<file path="src/rtl/melody_seq.sv">
// Note sequencer: walks an 8-entry note ROM and drives note_div/note_on to the buzzer tone stage.
// Optional build macro LOOP_EN: replay the melody forever instead of stopping after note 7.
module melody_seq #(
    parameter int TICK_DIV = 1200000,
    parameter int DIV_W    = 16,
    parameter int DUR_W    = 4
) (
    input  logic             clk,
    input  logic             rst,
    input  logic             start,
    input  logic             stop,
    output logic [DIV_W-1:0] note_div,
    output logic             note_on,
    output logic [2:0]       note_idx,
    output logic             busy,
    output logic             done
);

    localparam int TICK_W = (TICK_DIV > 1) ? $clog2(TICK_DIV) : 1;
    localparam logic [TICK_W-1:0] TICK_LAST = TICK_W'(TICK_DIV - 1);

    typedef enum logic [1:0] {S_IDLE, S_LOAD, S_PLAY, S_GAP} state_t;

    state_t             state_q, state_d;
    logic [DIV_W-1:0]   div_q, div_d;
    logic [2:0]         idx_q, idx_d;
    logic [TICK_W-1:0]  tick_q, tick_d;
    logic [DUR_W-1:0]   dur_q, dur_d;
    logic               done_q, done_d;

    function automatic logic [DIV_W-1:0] rom_div(input logic [2:0] idx);
        case (idx)
            3'd0:    rom_div = DIV_W'(11472);
            3'd1:    rom_div = DIV_W'(10220);
            3'd2:    rom_div = DIV_W'(9105);
            3'd3:    rom_div = '0;
            3'd4:    rom_div = DIV_W'(8594);
            3'd5:    rom_div = DIV_W'(7656);
            3'd6:    rom_div = DIV_W'(6820);
            default: rom_div = DIV_W'(5736);
        endcase
    endfunction

    function automatic logic [DUR_W-1:0] rom_dur(input logic [2:0] idx);
        case (idx)
            3'd3:    rom_dur = DUR_W'(1);
            3'd7:    rom_dur = DUR_W'(4);
            default: rom_dur = DUR_W'(2);
        endcase
    endfunction

    always_comb begin
        state_d = state_q;
        div_d   = div_q;
        idx_d   = idx_q;
        tick_d  = tick_q;
        dur_d   = dur_q;
        done_d  = 1'b0;
        case (state_q)
            S_IDLE: begin
                if (start && !stop) begin
                    state_d = S_LOAD;
                    idx_d   = '0;
                end
            end
            S_LOAD: begin
                div_d   = rom_div(idx_q);
                dur_d   = (rom_dur(idx_q) == '0) ? DUR_W'(1) : rom_dur(idx_q);
                tick_d  = '0;
                state_d = S_PLAY;
            end
            S_PLAY: begin
                if (tick_q == TICK_LAST) begin
                    tick_d = '0;
                    dur_d  = dur_q - DUR_W'(1);
                    if (dur_q == DUR_W'(1)) state_d = S_GAP;
                end else begin
                    tick_d = tick_q + TICK_W'(1);
                end
            end
            default: begin
                if (tick_q == TICK_LAST) begin
                    tick_d = '0;
                    if (idx_q == 3'd7) begin
`ifdef LOOP_EN
                        idx_d   = '0;
                        state_d = S_LOAD;
`else
                        idx_d   = '0;
                        div_d   = '0;
                        done_d  = 1'b1;
                        state_d = S_IDLE;
`endif
                    end else begin
                        idx_d   = idx_q + 3'd1;
                        state_d = S_LOAD;
                    end
                end else begin
                    tick_d = tick_q + TICK_W'(1);
                end
            end
        endcase
        // Abort wins over everything above and never produces a done pulse.
        if (stop && state_q != S_IDLE) begin
            state_d = S_IDLE;
            div_d   = '0;
            idx_d   = '0;
            tick_d  = '0;
            dur_d   = '0;
            done_d  = 1'b0;
        end
    end

    always_ff @(posedge clk) begin
        if (rst) begin
            state_q <= S_IDLE;
            div_q   <= '0;
            idx_q   <= '0;
            tick_q  <= '0;
            dur_q   <= '0;
            done_q  <= 1'b0;
        end else begin
            state_q <= state_d;
            div_q   <= div_d;
            idx_q   <= idx_d;
            tick_q  <= tick_d;
            dur_q   <= dur_d;
            done_q  <= done_d;
        end
    end

    assign note_div = div_q;
    assign note_on  = (state_q == S_PLAY) && (div_q != '0);
    assign note_idx = idx_q;
    assign busy     = (state_q != S_IDLE);
    assign done     = done_q;

endmodule

</file>
<file path="config.mk">
export PLATFORM = sky130hd
export DESIGN_NAME = melody_seq
export DESIGN_NICKNAME = d
export VERILOG_FILES = /design/src/rtl/melody_seq.sv
export SDC_FILE = /design/constraint.sdc
export NUM_CORES = 1
export LEC_CHECK = 0
export CAP_MARGIN = 40
export CORE_MARGIN = 5
export CORE_UTILIZATION = 54
export DETAILED_ROUTE_END_ITERATION = 16
export DONT_BUFFER_PORTS = 1
export GPL_TIMING_DRIVEN = 0
export HOLD_SLACK_MARGIN = 0.08
export PLACE_DENSITY = 0.69
export SKIP_LAST_GASP = 1
export SYNTH_ARGS = -nofsm -noshare
export SYNTH_HDL_FRONTEND = slang
export SYNTH_SLANG_ARGS = --single-unit
</file>
<file path="constraint.sdc">
create_clock -name clk -period 5.7 [get_ports clk]
set_input_delay 0.57 -clock clk [delete_from_list [all_inputs] [get_ports clk]]
set_output_delay 0.57 -clock clk [all_outputs]
set_load 0.02 [all_outputs]
</file>
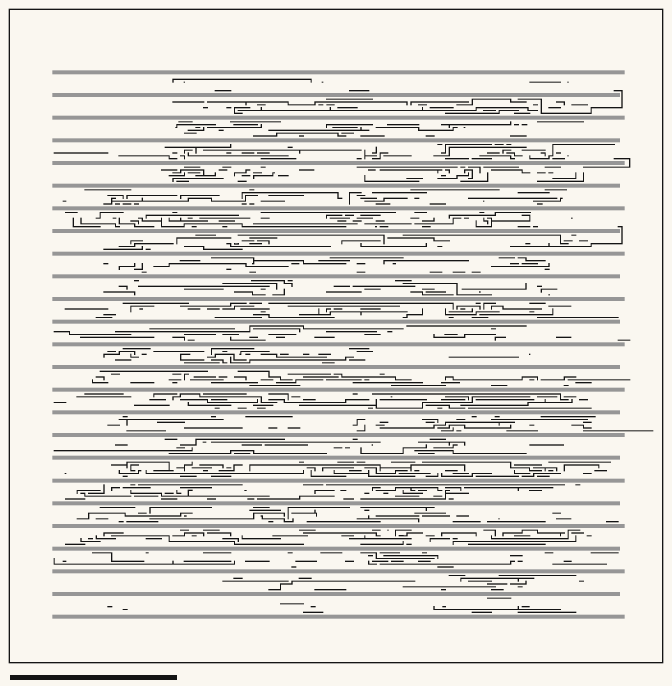
**Above:** signal wires on met1.
Bar = 20 um. Supply wires on this layer in grey.
main direction: horizontal
share of all routed wire: 51%

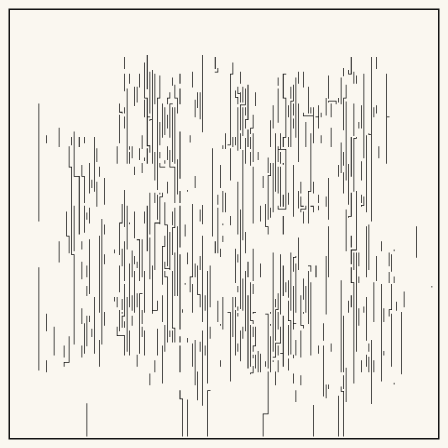
**Above:** signal wires on met2.
main direction: vertical
wire length on this layer: 2360 um
nets with wire on the layer: 260
longest straight run: 29.9 um
share of all routed wire: 42%
final WL: 5.62 mm
met2 Usage GRT: 0.277
via count: 2258

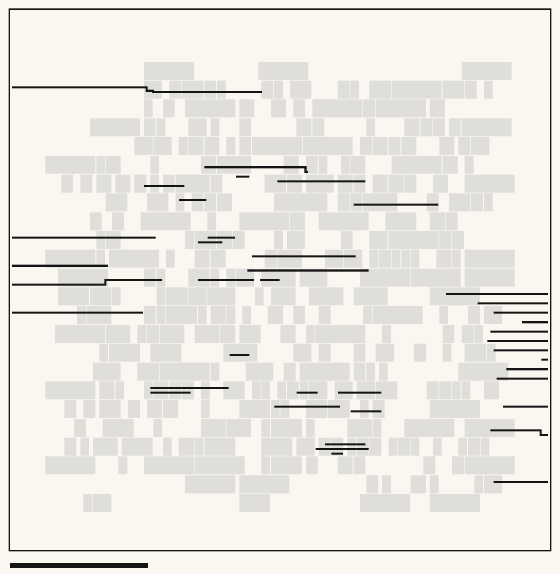
**Above:** signal wires on met3.
Bar = 20 um.
share of all routed wire: 6.4%
wire length on this layer: 362 um
longest straight run: 20.5 um
nets with wire on the layer: 36
main direction: horizontal

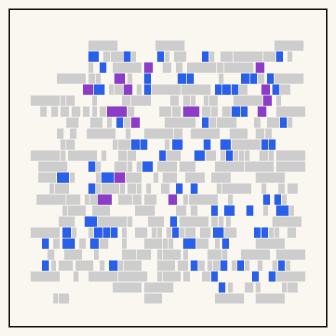
**Above:** logic cells by family.
legend:
  inverting AOI/OAI gates:
    colour: blue
    cells: 71
    most_used: a21oi_1
  AND and OR gates:
    colour: purple
    cells: 14

==> Slide: Implementation Results <==
Key Metrics from the Run

Floorplanning
  – IO Pins: 26
  – Initial Utilization: 0.565
  – Tap cells: 52

Critical path
  – Reg-to-reg critical path endpoint: tick_q[7]$_SDFFE_PP0N_
  – CP bufs+invs: 3
  – Crit path launch type: flop

Synth
  – Synth Area in XOR/XNOR: 0.0174
  – Count leader, synth: dfxtp_1
  – Top logic family: simple AND/OR/NAND/NOR gates

Min path
  – Worst Hold End: done$_SDFF_PP0_
  – Hold Crit Class: primary input to flop

Final layout
  – Final design utilization: 0.600
  – ANT cells: 0
  – Commonest Layout Cell: dfxtp_1
  – Fin area: 0.00267 mm^2
  – Fraction of layout instances using a drive strength above 1: 0.0745

Power
  – Clk pwr: 0.194 mW
  – Leakage: 0.938 nW
  – Clock Power Share: 0.249

CTS
  – CTS tree: built
  – Worst-path clk slew: 0.09 ns
  – CTS max path bufs: 2

Timing
  – Max Slew Vio Count: 0
  – Rel. slew slack: 0.526
  – Hold WS: 0.461 ns

Status
  – Status: finished clean

Global route
  – GRT Util Overall: 0.191

Drt
  – WL met3: 362 um
Power figures rest on the tool's default switching activity, not on a simulated workload.
